Fig. 1: clock distribution
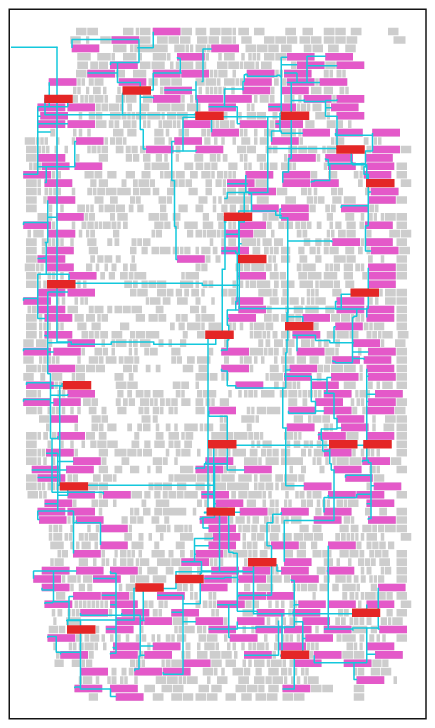
Fig. 2: met3 routing
Scale bar: 50 um.
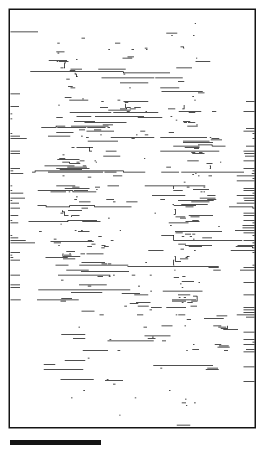
$ cat config.mk
export PLATFORM = sky130hd
export DESIGN_NAME = r32_mem_tester_flat
export DESIGN_NICKNAME = d
export VERILOG_FILES = /design/src/rtl/r32_mem_tester_if.sv /design/src/rtl/r32_mem_tester.sv /design/src/flat_wrapper.sv
export SDC_FILE = /design/constraint.sdc
export NUM_CORES = 1
export LEC_CHECK = 0
export CAP_MARGIN = 10
export CORE_ASPECT_RATIO = 1.75
export CORE_MARGIN = 4
export CORE_UTILIZATION = 55
export DETAILED_ROUTE_END_ITERATION = 10
export PLACE_DENSITY = 0.8
export SETUP_SLACK_MARGIN = 0.5
export SLEW_MARGIN = 20
export SYNTH_ARGS = -nofsm -noshare
export SYNTH_HDL_FRONTEND = slang
export SYNTH_SLANG_ARGS = --single-unit
export TNS_END_PERCENT = 5
$ cat constraint.sdc
create_clock -name clk -period 17.6 [get_ports clk]
set_input_delay 3.52 -clock clk [delete_from_list [all_inputs] [get_ports clk]]
set_output_delay 3.52 -clock clk [all_outputs]
set_load 0.01 [all_outputs]
$ cat src/rtl/r32_mem_tester_if.sv
// R32 memory bus: request channel (master -> memory) and in-order read response channel.
interface r32_mem_tester_if #(
    parameter int ADDR_W = 32,
    parameter int DATA_W = 32
);
    logic [ADDR_W-1:0] m_address;
    logic [DATA_W-1:0] m_data;
    logic              m_write;
    logic              m_valid;
    logic              m_ready;
    logic [DATA_W-1:0] s_data;
    logic              s_valid;
    logic              s_ready;

    modport master (
        output m_address, m_data, m_write, m_valid, s_ready,
        input  m_ready, s_data, s_valid
    );

    modport slave (
        input  m_address, m_data, m_write, m_valid, s_ready,
        output m_ready, s_data, s_valid
    );
endinterface

$ cat src/rtl/r32_mem_tester.sv
// Memory pattern-test engine: writes a generated pattern over a range, reads it back,
// counts mismatches and records the first failing address.
module r32_mem_tester #(
    parameter int               ADDR_W  = 32,
    parameter int               DATA_W  = 32,
    parameter int               CNT_W   = 16,
    parameter int               MAX_OUT = 4,
    parameter logic [DATA_W-1:0] PATTERN = {DATA_W/2{2'b10}},
    parameter int               ERR_W   = 16
) (
    input  logic                clk,
    input  logic                rst,
    r32_mem_tester_if.master    bus,
    input  logic                start_i,
    input  logic [ADDR_W-1:0]   base_addr_i,
    input  logic [CNT_W-1:0]    count_i,
    input  logic [1:0]          mode_i,
    output logic                busy_o,
    output logic                done_o,
    output logic [ERR_W-1:0]    err_count_o,
    output logic [ADDR_W-1:0]   first_err_addr_o
);
    localparam int STRIDE = DATA_W / 8;
    localparam int OUT_W  = 4;
    localparam logic [DATA_W-1:0] ONE_BIT = {{(DATA_W-1){1'b0}}, 1'b1};

    typedef enum logic [2:0] {S_IDLE, S_WRITE, S_READ, S_DRAIN, S_DONE} state_t;

    state_t             state_q, state_d;
    logic [ADDR_W-1:0]  base_q, base_d;
    logic [CNT_W-1:0]   count_q, count_d;
    logic [1:0]         mode_q, mode_d;
    logic [CNT_W-1:0]   issue_idx_q, issue_idx_d;
    logic [CNT_W-1:0]   rsp_idx_q, rsp_idx_d;
    logic [OUT_W-1:0]   outst_q, outst_d;
    logic               m_valid_q, m_valid_d;
    logic               m_write_q, m_write_d;
    logic [ADDR_W-1:0]  m_addr_q, m_addr_d;
    logic [DATA_W-1:0]  m_data_q, m_data_d;
    logic               s_ready_q, s_ready_d;
    logic               busy_q, busy_d;
    logic               done_q, done_d;
    logic               cmp_valid_q, cmp_valid_d;
    logic [DATA_W-1:0]  cmp_data_q, cmp_data_d;
    logic [CNT_W-1:0]   cmp_idx_q, cmp_idx_d;
    logic [ERR_W-1:0]   err_q, err_d;
    logic [ADDR_W-1:0]  first_q, first_d;

    logic               req_acc_s, rsp_acc_s, mismatch_s, can_issue_s;
    logic [ADDR_W-1:0]  cmp_addr_s, issue_addr_s;

    function automatic logic [ADDR_W-1:0] addr_of(input logic [ADDR_W-1:0] base,
                                                  input logic [CNT_W-1:0]  idx);
        return base + ADDR_W'(idx) * ADDR_W'(STRIDE);
    endfunction

    // Mode 1 uses the byte address of the word itself as the data.
    function automatic logic [DATA_W-1:0] pat_f(input logic [1:0]        mode,
                                                input logic [ADDR_W-1:0] addr,
                                                input logic [CNT_W-1:0]  idx);
        logic [CNT_W-1:0] sh;
        sh = idx % CNT_W'(DATA_W);
        case (mode)
            2'd0:    return PATTERN;
            2'd1:    return DATA_W'(addr);
            2'd2:    return idx[0] ? ~PATTERN : PATTERN;
            2'd3:    return ONE_BIT << sh;
            default: return PATTERN;
        endcase
    endfunction

    // State and datapath registers.
    always_ff @(posedge clk or posedge rst) begin
        if (rst) begin
            state_q     <= S_IDLE;
            base_q      <= '0;
            count_q     <= '0;
            mode_q      <= 2'd0;
            issue_idx_q <= '0;
            rsp_idx_q   <= '0;
            outst_q     <= '0;
            m_valid_q   <= 1'b0;
            m_write_q   <= 1'b0;
            m_addr_q    <= '0;
            m_data_q    <= '0;
            s_ready_q   <= 1'b0;
            busy_q      <= 1'b0;
            done_q      <= 1'b0;
            cmp_valid_q <= 1'b0;
            cmp_data_q  <= '0;
            cmp_idx_q   <= '0;
            err_q       <= '0;
            first_q     <= '0;
        end else begin
            state_q     <= state_d;
            base_q      <= base_d;
            count_q     <= count_d;
            mode_q      <= mode_d;
            issue_idx_q <= issue_idx_d;
            rsp_idx_q   <= rsp_idx_d;
            outst_q     <= outst_d;
            m_valid_q   <= m_valid_d;
            m_write_q   <= m_write_d;
            m_addr_q    <= m_addr_d;
            m_data_q    <= m_data_d;
            s_ready_q   <= s_ready_d;
            busy_q      <= busy_d;
            done_q      <= done_d;
            cmp_valid_q <= cmp_valid_d;
            cmp_data_q  <= cmp_data_d;
            cmp_idx_q   <= cmp_idx_d;
            err_q       <= err_d;
            first_q     <= first_d;
        end
    end

    // Next-state, request issue, response capture and compare.
    always_comb begin
        state_d     = state_q;
        base_d      = base_q;
        count_d     = count_q;
        mode_d      = mode_q;
        issue_idx_d = issue_idx_q;
        rsp_idx_d   = rsp_idx_q;
        m_valid_d   = m_valid_q;
        m_write_d   = m_write_q;
        m_addr_d    = m_addr_q;
        m_data_d    = m_data_q;
        cmp_valid_d = 1'b0;
        cmp_data_d  = cmp_data_q;
        cmp_idx_d   = cmp_idx_q;

        req_acc_s    = m_valid_q && bus.m_ready;
        rsp_acc_s    = s_ready_q && bus.s_valid;
        outst_d      = outst_q + OUT_W'(req_acc_s && !m_write_q) - OUT_W'(rsp_acc_s);
        cmp_addr_s   = addr_of(base_q, cmp_idx_q);
        mismatch_s   = cmp_valid_q && (cmp_data_q != pat_f(mode_q, cmp_addr_s, cmp_idx_q));
        err_d        = (mismatch_s && (err_q != '1)) ? err_q + ERR_W'(1) : err_q;
        first_d      = (mismatch_s && (err_q == '0)) ? cmp_addr_s : first_q;
        issue_addr_s = addr_of(base_q, issue_idx_q);
        // Using outst_d lets a same-cycle response free a slot, so valid never rises at the limit.
        can_issue_s  = (issue_idx_q != count_q) &&
                       ((state_q == S_WRITE) || (outst_d < OUT_W'(MAX_OUT)));

        if (rsp_acc_s) begin
            cmp_valid_d = 1'b1;
            cmp_data_d  = bus.s_data;
            cmp_idx_d   = rsp_idx_q;
            rsp_idx_d   = rsp_idx_q + CNT_W'(1);
        end else begin
            cmp_valid_d = 1'b0;
        end

        case (state_q)
            S_IDLE: begin
                if (start_i) begin
                    base_d      = base_addr_i;
                    count_d     = count_i;
                    mode_d      = mode_i;
                    issue_idx_d = '0;
                    rsp_idx_d   = '0;
                    err_d       = '0;
                    first_d     = '0;
                    state_d     = (count_i == '0) ? S_DONE : S_WRITE;
                end else begin
                    state_d = S_IDLE;
                end
            end
            S_WRITE, S_READ: begin
                if (!m_valid_q || req_acc_s) begin
                    if (can_issue_s) begin
                        m_valid_d   = 1'b1;
                        m_write_d   = (state_q == S_WRITE);
                        m_addr_d    = issue_addr_s;
                        m_data_d    = (state_q == S_WRITE) ?
                                      pat_f(mode_q, issue_addr_s, issue_idx_q) : '0;
                        issue_idx_d = issue_idx_q + CNT_W'(1);
                    end else begin
                        m_valid_d = 1'b0;
                    end
                end else begin
                    m_valid_d = m_valid_q;
                end
                if (req_acc_s && (issue_idx_q == count_q)) begin
                    state_d     = (state_q == S_WRITE) ? S_READ : S_DRAIN;
                    issue_idx_d = '0;
                end else begin
                    state_d = state_q;
                end
            end
            S_DRAIN: state_d = (outst_q == '0) ? S_DONE : S_DRAIN;
            S_DONE:  state_d = S_IDLE;
            default: state_d = S_IDLE;
        endcase

        busy_d    = (state_d != S_IDLE);
        done_d    = (state_d == S_DONE);
        s_ready_d = (state_d == S_READ) || (state_d == S_DRAIN);
    end

    assign bus.m_address     = m_addr_q;
    assign bus.m_data        = m_data_q;
    assign bus.m_write       = m_write_q;
    assign bus.m_valid       = m_valid_q;
    assign bus.s_ready       = s_ready_q;
    assign busy_o            = busy_q;
    assign done_o            = done_q;
    assign err_count_o       = err_q;
    assign first_err_addr_o  = first_q;
endmodule

$ cat src/flat_wrapper.sv
// flat-port wrapper written by rule: the top's interface ports become plain ports
module r32_mem_tester_flat 
#(
    parameter int               ADDR_W  = 32,
    parameter int               DATA_W  = 32,
    parameter int               CNT_W   = 16,
    parameter int               MAX_OUT = 4,
    parameter logic [DATA_W-1:0] PATTERN = {DATA_W/2{2'b10}},
    parameter int               ERR_W   = 16
)
  (clk, rst, start_i, base_addr_i, count_i, mode_i, busy_o, done_o, err_count_o, first_err_addr_o, bus_m_address, bus_m_data, bus_m_write, bus_m_valid, bus_s_ready, bus_m_ready, bus_s_data, bus_s_valid);
  r32_mem_tester_if #(.ADDR_W(ADDR_W), .DATA_W(DATA_W)) bus_i ();
  input  logic clk;
  input  logic rst;
  input  logic start_i;
  input  logic [ADDR_W-1:0] base_addr_i;
  input  logic [CNT_W-1:0] count_i;
  input  logic [1:0] mode_i;
  output logic busy_o;
  output logic done_o;
  output logic [ERR_W-1:0] err_count_o;
  output logic [ADDR_W-1:0] first_err_addr_o;
  output wire logic [$bits(bus_i.m_address)-1:0] bus_m_address;
  output wire logic [$bits(bus_i.m_data)-1:0] bus_m_data;
  output wire logic [$bits(bus_i.m_write)-1:0] bus_m_write;
  output wire logic [$bits(bus_i.m_valid)-1:0] bus_m_valid;
  output wire logic [$bits(bus_i.s_ready)-1:0] bus_s_ready;
  input wire logic [$bits(bus_i.m_ready)-1:0] bus_m_ready;
  input wire logic [$bits(bus_i.s_data)-1:0] bus_s_data;
  input wire logic [$bits(bus_i.s_valid)-1:0] bus_s_valid;
  assign bus_m_address = bus_i.m_address;
  assign bus_m_data = bus_i.m_data;
  assign bus_m_write = bus_i.m_write;
  assign bus_m_valid = bus_i.m_valid;
  assign bus_s_ready = bus_i.s_ready;
  assign bus_i.m_ready = bus_m_ready;
  assign bus_i.s_data = bus_s_data;
  assign bus_i.s_valid = bus_s_valid;
  r32_mem_tester #(.ADDR_W(ADDR_W), .DATA_W(DATA_W), .CNT_W(CNT_W), .MAX_OUT(MAX_OUT), .PATTERN(PATTERN), .ERR_W(ERR_W)) u_core (.clk(clk), .rst(rst), .bus(bus_i), .start_i(start_i), .base_addr_i(base_addr_i), .count_i(count_i), .mode_i(mode_i), .busy_o(busy_o), .done_o(done_o), .err_count_o(err_count_o), .first_err_addr_o(first_err_addr_o));
endmodule
==> job_summary.md <==
### Metrics collected by this job

| Metric | Value |
|---|---|
| Clock buffer cells | 33 |
| Clock transition at path regs | 70 ps |
| Die height | between 200 and 250 um |
| Clock Power Share | approximately 19% |
| Non-clock buffer share | 11.6% |
| Setup_tns | 0 ps |
| P_sw | 1.22 mW |
| Pwr/cell area | ~160 nW/um^2 |
| Synthesized area | around 15000 sq um |
| Distinct cell type count after synthesis | 83 |
| Mux share | ~2.7% |
| Largest net degree at the start of global routing | around 110 |
| Yosys cell count | between 1500 and 2000 |
| Switching share of power | approximately 43% |
| Critical path data arrival time | between 7000 and 8000 ps |
| Mapped Cells | around 1800 |
| Die width | about 130 um |
| Yosys stat area | approximately 15000 sq um |
| Vias in the first global route | 14300 |
| Status | complete, no violations |
| Max Freq | around 140 MHz |
| Logic share of the area | 45.6% |
| Starting Density | 56.0% |
| CP Class | in -> reg |
| Seq/Total Area, Yosys | between 40% and 50% |
| Most used flip-flop cell | dfrtp_1 |
| Critical path capture point type | flip-flop |
| Final period utilization | approximately two fifths |
| Synth Register Bits | around 260 |
| Post-DP HPWL | 36.7 mm |
| Int Pwr | roughly 1.6 mW |
| Final setup viols | 0 |
| Multi-input logic area | approximately 8300 sq um |
| Seq. cell area | 6380 sq um |
| Vias/cell | 6.17 |
| Antenna Nets Post-Route | 0 |
| Min-delay worst type | reg -> reg |
| Critical path cell sequence | clkdlybuf4s50_1, nand2_1, buf_4, inv_2, ha_1, inv_1, ha_1, inv_1, fa_1, xnor2_1, o31a_1, nor2_4, nor2_1, nor2_1, nand2_1, or3_1, a21oi_1 |
| Flip-flops with a built-in enable | 0 |
| CTS tree | yes |
| Site Rows | around 80 |
| Fin crit period | 7160 ps |
| Syn_area_per_cell | approximately 8.5 sq um |
| Flop share of the area | between 30% and 40% |
| Top cell excl fill/tap | nand2_1 |
| Adder Share, Synth | just over 4% |
| Via count | 14300 |
| Drt drc | 0 |
| IO Count | 204 |
| Nets at Floorplan | 1935 |
| Reg2reg setup slack | about 12000 ps |
| Port bufs | roughly 200 |
| Combinational Power Share | 45.6% |
| Iteration-0 DRC count of the detailed router | 1239 |
| Slowest CP cell | nor2_4 |
| Design area | between 15000 and 20000 sq um |
| GRT Total Usage | about a third |
| Core area | between 20000 and 30000 sq um |
| Peak supply drop | around 95 uV |
| H-tree depth | 1 |
| Util after Layout | 66.8% |
| FFs w/ async S/R, synth | 100% |
| Remaining Overflow, GRT | 0 |
| CP Launch Type | input pin |
| Flops | between 200 and 300 |
| Fin nets | 2071 |
| Fin Clk Skew | approximately 17 ps |
| Complex Gates by Area | between 15 and 20% |
| CP max stage delay | 500 ps |
| Post-CTS setup buffer count | 0 |
| Leak | 8.18 nW |
| Max FO, Critical Path | roughly 48 |
| Log Warnings | 33 |
| Main logic family after synthesis | simple AND/OR/NAND/NOR gates |
| First-pass GRT wire length | approximately 77 mm |
| #MultiIn Comb | around 1400 |
| # clock sinks | between 200 and 300 |
| XORs/XNORs by Area | just under 6% |
| Worst Tran Pin Value | roughly 1100 ps |
| Unrepaired setup endpoints after global routing | no |
## Picture notes: Fig. 1
[red] clock-net drivers | count: 24
[magenta] flip-flops | count: 255
[cyan] clock wires | length: 3210 um
flops lie: widely spread
routed clock nets: 25

## Picture notes: Fig. 2
share of all routed wire: 6.0%
wire length on this layer: 2950 um
main direction: horizontal

## per-layer routing
metal | share of wire [%] | track usage, % | vias up
met5 | 0 | 0 | -
met4 | 7.6 | 20.2 | 0
met3 | 6.0 | 4.30 | 218
met2 | 51 | 55.4 | 640
met1 | 36 | 35.9 | 6873
li1 | - | - | 6575
## power groups by stage
| stage | combinational [mW] | sequential, mW | clock, mW |
|---|---|---|---|
| 3_3_place_gp | 1.24 | 1.02 | 0 |
| 2_1_floorplan | 0.830 | 0.940 | 0 |
| 6_report | 1.30 | 1.02 | 0.527 |
| 5_1_grt | 1.41 | 1.04 | 0.556 |
| 3_5_place_dp | 1.28 | 1.02 | 0 |
| 4_1_cts | 1.29 | 1.01 | 0.532 |
## cells by family (layout without fill, tap and decap cells)
kind of cell | Yosys count | count (layout)
buffers and inverters | 152 | 303
multiplexers | 40 | 40
AND/OR/NAND/NOR | 841 | 841
AND-OR/OR-AND | 360 | 360
flip-flops | 255 | 255
other | 0 | 1
XOR/XNOR | 102 | 102
adder cells (fa/ha/maj) | 49 | 49
## sequential cells by signal, indices dropped and copies added, names as in the netlist
signal	cells
u_core.base_q	32
u_core.bus.s_ready	1
u_core.bus.m_write	1
u_core.cmp_idx_q	16
u_core.count_q	16
u_core.outst_q	4
u_core.issue_idx_q	16
u_core.state_q	3
u_core.bus.m_data	32
u_core.first_err_addr_o	32
u_core.mode_q	2
u_core.busy_o	1
u_core.bus.m_valid	1
u_core.bus.m_address	32
u_core.done_o	1
u_core.rsp_idx_q	16
u_core.err_count_o	16
u_core.cmp_data_q	32
u_core.cmp_valid_q	1
## through the flow
step / setup WS [ps] / hold slack [ps] / std cells
2_1_floorplan: 7070 / 452 / 1799
3_3_place_gp: 9780 / 462 / 2278
3_5_place_dp: 9610 / 469 / 2278
4_1_cts: 10120 / 484 / 2319
5_1_grt: 10130 / 513 / 2320
6_report: 10440 / 477 / 2320
## path summary, 6_finish.rpt
kind	depth (start not counted)	start	endpoint
max reg2reg	15	u_core.cmp_idx_q[0]$_DFFE_PP0P_	u_core.first_err_addr_o[17]$_DFF_PP0_
min reg2reg	2	u_core.bus.m_data[1]$_DFFE_PP0P_	u_core.bus.m_data[1]$_DFFE_PP0P_
min	2	u_core.bus.m_data[1]$_DFFE_PP0P_	u_core.bus.m_data[1]$_DFFE_PP0P_
max	17	bus_s_valid	u_core.issue_idx_q[13]$_DFFE_PP0P_
min in group asynchronous	2	rst	u_core.bus.m_address[27]$_DFFE_PP0P_
max in group asynchronous	3	rst	u_core.bus.m_address[3]$_DFFE_PP0P_
## synth_stat cells, types with 11 or more instances
library cell	instances	area, sq um
or3_1	16	100
xnor2_1	47	412
nor3_1	34	170
a21o_1	15	113
buf_2	19	95.1
a211oi_1	11	82.6
nand2_1	444	1670
nand4_1	25	156
clkbuf_1	77	289
a21oi_1	71	355
o21ai_0	105	526
nor2_1	116	435
ha_1	46	576
a221oi_1	19	166
nand2b_1	15	93.8
and3_1	25	156
a211oi_2	14	175
mux2_2	12	135
nor4_1	28	175
xor2_1	55	482
o221ai_1	12	105
nand3_1	56	280
dfrtp_1	255	6380
mux2i_1	28	280
a31oi_1	21	131
inv_1	46	173
Power is estimated from default activity; no workload was simulated.
